### src/rtl/rv_fetch_pkg.sv
// Shared types and constants for the RV32I instruction fetch front end.
package rv_fetch_pkg;

  typedef enum logic [2:0] {
    IDLE,
    REQ,
    WAIT,
    HOLD,
    DRAIN,
    FAULT
  } fetch_state_e;

  localparam int          INSTR_BYTES      = 4;
  localparam logic [31:0] DEFAULT_RESET_PC = 32'h0000_0000;

endpackage

### src/rtl/rv_fetch_sequencer.sv
// Instruction fetch sequencer: owns the PC, issues one imem read at a time and
// presents each fetched word to decode; handles redirects and misaligned targets.
//
// state | meaning
// IDLE  | first cycle after reset release, no request yet
// REQ   | imem_req_valid high at pc, waiting for imem_req_ready
// WAIT  | one request accepted, waiting for its response
// HOLD  | instruction presented to decode, waiting for instr_ready
// DRAIN | squashed request outstanding, its response will be dropped
// FAULT | misaligned redirect seen, fetch stopped until an aligned redirect
module rv_fetch_sequencer
  import rv_fetch_pkg::*;
#(
  parameter int               XLEN     = 32,
  parameter logic [XLEN-1:0]  RESET_PC = DEFAULT_RESET_PC
) (
  input  logic            clock,
  input  logic            reset_n,
  input  logic            redirect_valid,
  input  logic [XLEN-1:0] redirect_pc,
  output logic            imem_req_valid,
  output logic [XLEN-1:0] imem_req_addr,
  input  logic            imem_req_ready,
  input  logic            imem_rsp_valid,
  input  logic [XLEN-1:0] imem_rsp_data,
  output logic            instr_valid,
  output logic [XLEN-1:0] instr_data,
  output logic [XLEN-1:0] instr_pc,
  input  logic            instr_ready,
  output logic            misaligned_fault,
  output logic [XLEN-1:0] fault_pc
);

  if (XLEN != 32) begin : g_xlen_check
    $error("rv_fetch_sequencer supports XLEN = 32 only");
  end

  fetch_state_e    state;
  logic [XLEN-1:0] pc;
  logic [XLEN-1:0] pc_inc;
  logic            redirect_aligned;
  logic            outstanding_after;

  assign pc_inc           = pc + XLEN'(INSTR_BYTES);
  assign redirect_aligned = (redirect_pc[1:0] == 2'b00);

  // A request is still owed a response after this edge if it is accepted now,
  // or was accepted earlier and its response has not arrived this cycle.
  assign outstanding_after = ((state == REQ) && imem_req_ready) ||
                             (((state == WAIT) || (state == DRAIN)) && !imem_rsp_valid);

  always_ff @(posedge clock or negedge reset_n) begin
    if (!reset_n) begin
      state            <= IDLE;
      pc               <= RESET_PC;
      imem_req_valid   <= 1'b0;
      imem_req_addr    <= RESET_PC;
      instr_valid      <= 1'b0;
      instr_data       <= '0;
      instr_pc         <= '0;
      misaligned_fault <= 1'b0;
      fault_pc         <= '0;
    end else begin
      imem_req_valid <= 1'b0;
      instr_valid    <= 1'b0;

      if (redirect_valid && redirect_aligned) begin
        pc               <= redirect_pc;
        misaligned_fault <= 1'b0;
        if (outstanding_after) begin
          state <= DRAIN;
        end else begin
          state          <= REQ;
          imem_req_valid <= 1'b1;
          imem_req_addr  <= redirect_pc;
        end
      end else if (redirect_valid) begin
        misaligned_fault <= 1'b1;
        fault_pc         <= redirect_pc;
        state            <= outstanding_after ? DRAIN : FAULT;
      end else begin
        case (state)
          IDLE: begin
            state          <= REQ;
            imem_req_valid <= 1'b1;
            imem_req_addr  <= pc;
          end
          REQ: begin
            if (imem_req_ready) begin
              state <= WAIT;
            end else begin
              imem_req_valid <= 1'b1;
            end
          end
          WAIT: begin
            if (imem_rsp_valid) begin
              state       <= HOLD;
              instr_valid <= 1'b1;
              instr_data  <= imem_rsp_data;
              instr_pc    <= pc;
            end
          end
          HOLD: begin
            if (instr_ready) begin
              pc             <= pc_inc;
              state          <= REQ;
              imem_req_valid <= 1'b1;
              imem_req_addr  <= pc_inc;
            end else begin
              instr_valid <= 1'b1;
            end
          end
          DRAIN: begin
            // The sticky fault flag remembers whether the drain was caused by a
            // misaligned target, which decides where to go once it completes.
            if (imem_rsp_valid) begin
              if (misaligned_fault) begin
                state <= FAULT;
              end else begin
                state          <= REQ;
                imem_req_valid <= 1'b1;
                imem_req_addr  <= pc;
              end
            end
          end
          FAULT: begin
            state <= FAULT;
          end
          default: begin
            state <= IDLE;
          end
        endcase
      end
    end
  end

  rsp_only_when_expected: assert property (@(posedge clock) disable iff (!reset_n)
    imem_rsp_valid |-> ((state == WAIT) || (state == DRAIN)));

endmodule

### config.mk
export PLATFORM = sky130hd
export DESIGN_NAME = rv_fetch_sequencer
export DESIGN_NICKNAME = d
export VERILOG_FILES = /design/src/rtl/rv_fetch_pkg.sv /design/src/rtl/rv_fetch_sequencer.sv
export SDC_FILE = /design/constraint.sdc
export NUM_CORES = 1
export LEC_CHECK = 0
export CAP_MARGIN = 25
export CORE_MARGIN = 8
export CORE_UTILIZATION = 45
export CTS_BUF_LIST = sky130_fd_sc_hd__clkbuf_4
export DETAILED_ROUTE_END_ITERATION = 8
export HOLD_SLACK_MARGIN = 0.02
export PLACE_DENSITY = 0.75
export SETUP_SLACK_MARGIN = 0.3
export SYNTH_ARGS = -nofsm -noshare
export SYNTH_HDL_FRONTEND = slang
export SYNTH_SLANG_ARGS = --single-unit
### constraint.sdc
create_clock -name clock -period 2.06 [get_ports clock]
set_input_delay 0.206 -clock clock [delete_from_list [all_inputs] [get_ports clock]]
set_output_delay 0.206 -clock clock [all_outputs]
set_load 0.01 [all_outputs]
==> images/pins.png <==
Pins as bars across the die edge, other pins in gray.
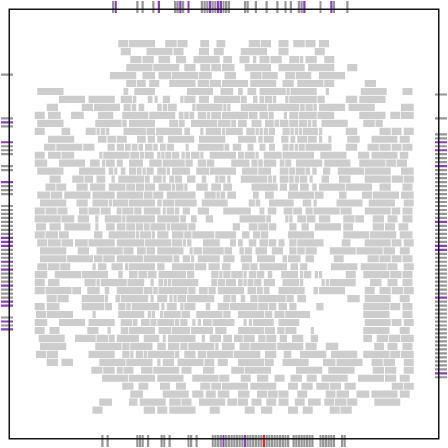
- imem_req_ready: red (pins 1; direction input; edge bottom)
- fault_pc: purple (pins 32; direction output; edge 13 left, 9 top, 8 right, 2 bottom)
- all pins by edge: 64 right, 57 bottom, 44 left, 36 top

==> images/clock_map.png <==
Bar = 50 um.
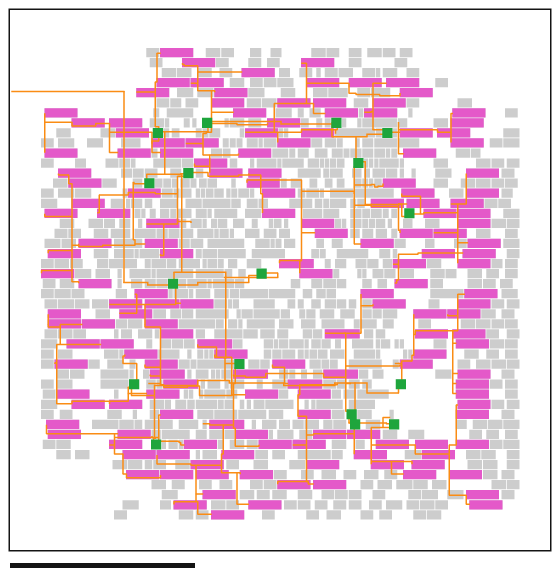
- flip-flops: magenta (count 166)
- cells driving clock nets: green (count 17)
- clock wires: orange (length 1,980 um)
- flops lie: widely spread
- routed clock nets: 18

==> images/final_congestion.png <==
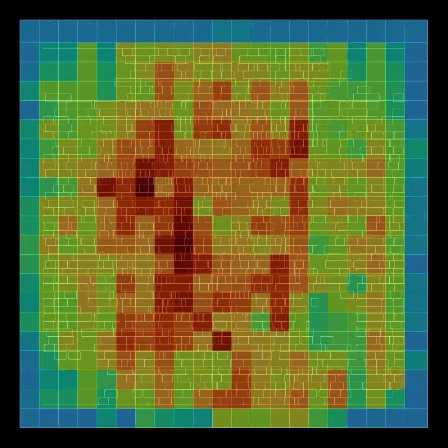
GR Layer Usage met3: 6.03%
global routing usage on met1: 26.0%
GR Util All Layers: 21.4%

==> images/metal_stack.png <==
Bar = 50 um.
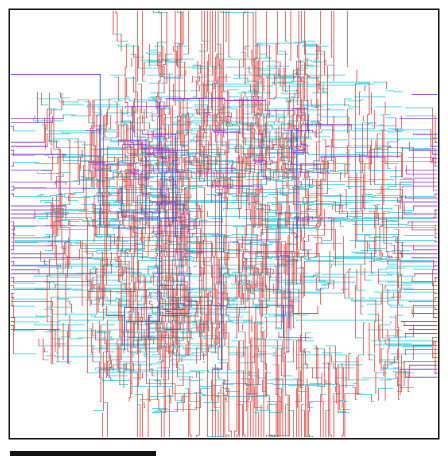
- met3: purple (wire length 1,690 um)
- met2: red (wire length 12,200 um)
- met1: cyan (wire length 10,000 um)
- met4: blue (wire length 536 um)

==> git commit body <==
Record implementation results from latest flow run

- Per the layout report, the design carries 1,146 filler cells.
- RSZ-0062 raised after global routing: yes
- Maximum net fanout on the critical path: 6
* Most instantiated logic cell after routing: dfrtp_1
- The script computed the net switching share of total power as 33.9%.
- The worst-case reg-to-reg setup slack stands at 0.009 ns.
- Switching power: 0.00325 W
- The horizontal die dimension reported for this design is 146 um.
- After detailed routing, the met3 layer carries 1690 um of wire.
- Measured against its own limit, the worst slew margin works out to 57.4%.
- Flop+latch power: 0.00442 W
- Minimum clock period after layout: 2.05 ns
* Area share of and-or/or-and cells after synthesis: 8.45%
- Initial cell density of the core: 46.0%
* Synth Instances: 676
- Of the post-synthesis cell area, the part taken by muxes is 14.2%.
* Number of synthesized register bits: 166
- Netlist area before placement: 0.00762 sq mm
* Type of destination of the critical path: flop
- Non-clock buffer share: 25.2%
- In the final layout, flip-flops and latches take up 36.0% of the cell area.
- Final Max Tran Viols: 0
* Sequential cell count of the final layout: 166
* Internal power: 0.00635 W
* Class of the most critical setup path: flop to flop
* CP delay by family, top: simple AND/OR/NAND/NOR gates
- Endpoint of the most critical register-to-register path: imem_req_addr[6]
* Dpl cells: 1,088
- Tally of non-filler cells in the final layout: 1,150
* Highest metal layer used by the detailed router: met4
* Detailed-placement wirelength estimate: 15,700 um
- Post-synth EDFFs: 0
- The layer flagged by global routing as most heavily used is met2.
* Worst setup endpoint: imem_req_addr[6]
- Number of setup buffers added after CTS: 12
* Final clock-cell share: 2.34%
* Highest clock frequency the design can meet: 487 MHz
* Number of gates resized after cts: 91
* Number of global-route vias before repair: 6,786
* Site row count: 47
- The worst register-to-register path begins at state[1].
- Signal inverters: 10
- Length of the first detailed-routing pass in iterations: 6
* Met2 Wirelength: 12,200 um
- Data on the critical path is required at its endpoint by 2.58 ns.
* Die Footprint: 0.0214 sq mm
- The synthesis run shows the most used standard cells to be dfrtp_1 (166), mux2_2 (95), nor2_1 (52), nand2_1 (50), xor2_1 (38).
- Yosys synthesis chip area: 0.00762 sq mm
* GRT Residual Overflow: 0
- The flow ran to the end, and the final reports show no timing, DRC or antenna violations.
* Commonest register cell after synthesis: dfrtp_1
- Registers are responsible for 46.1% of the overall power.
- The detailed router reported a total wirelength of 24,400 um.
* Count of antenna diodes in the layout: 0
* Total clock buffers created by CTS: 17
* Power group with the highest consumption: registers
* Cell Type Count: 49
* Final hold slack: 0.183 ns
- Net count of the finished layout: 988
- Leakage component of the power: 5.49 nW
- STA classifies the critical path startpoint as a flop.
- Cell area after placement: 0.0102 sq mm
- Dominant combinational cell family by area after synthesis: multiplexers
- Port Buffers: 200
* Initial antenna violation count: 0
* Maximum number of pins on one net before global-route repair: 63
* Cell chosen for the clock root: clkbuf_4
* Share of synthesized registers carrying an async set or reset: 100%
* Cell class with the largest area share: flip-flops and latches
- Num ports: 201
- Tracing the worst setup path back leads to its startpoint at state[1].
- Ordered cell list for the critical path: nor4b_4, or4_4, o211a_4, buf_8, clkbuf_16, o31ai_4
* Worst-skew pair later-pin latency: 0.59 ns
- Total number of tap cells: 220
- Total count of hold-check failures in the final report: 0
- The routed design shows a via density per instance of 5.56.
- Highest-delay cell along the critical path: or4_4
- Clock-pin slew reported for the worst setup and hold paths after clock tree synthesis: 0.15 ns
- The clock H-tree reported by CTS has 4 levels.
- Leaving out fill and tap cells, the most frequent cells in the layout are dfrtp_1 (156), clkdlybuf4s50_1 (135), mux2_2 (95), nor2_1 (49), buf_4 (45).
- Clk_buf instances: 18
- Power per standard cell area: 830 mW/mm^2
- TritonCTS built the clock tree.
- The tree built by TritonCTS fans out to 166 sinks.
- Largest voltage drop on the vdd net: 0.400 mV
- In this run the layout overhead on the synthesized area is reported as 51.8%.
- Synthesized-area fraction occupied by and/or/nand/nor cells: 13.4%
- CP max stage delay: 0.55 ns
- Hold-fix buffers at CTS: 1
- In this run the remaining antenna-violating nets after routing total 0.
Power and IR drop assume default switching activity.
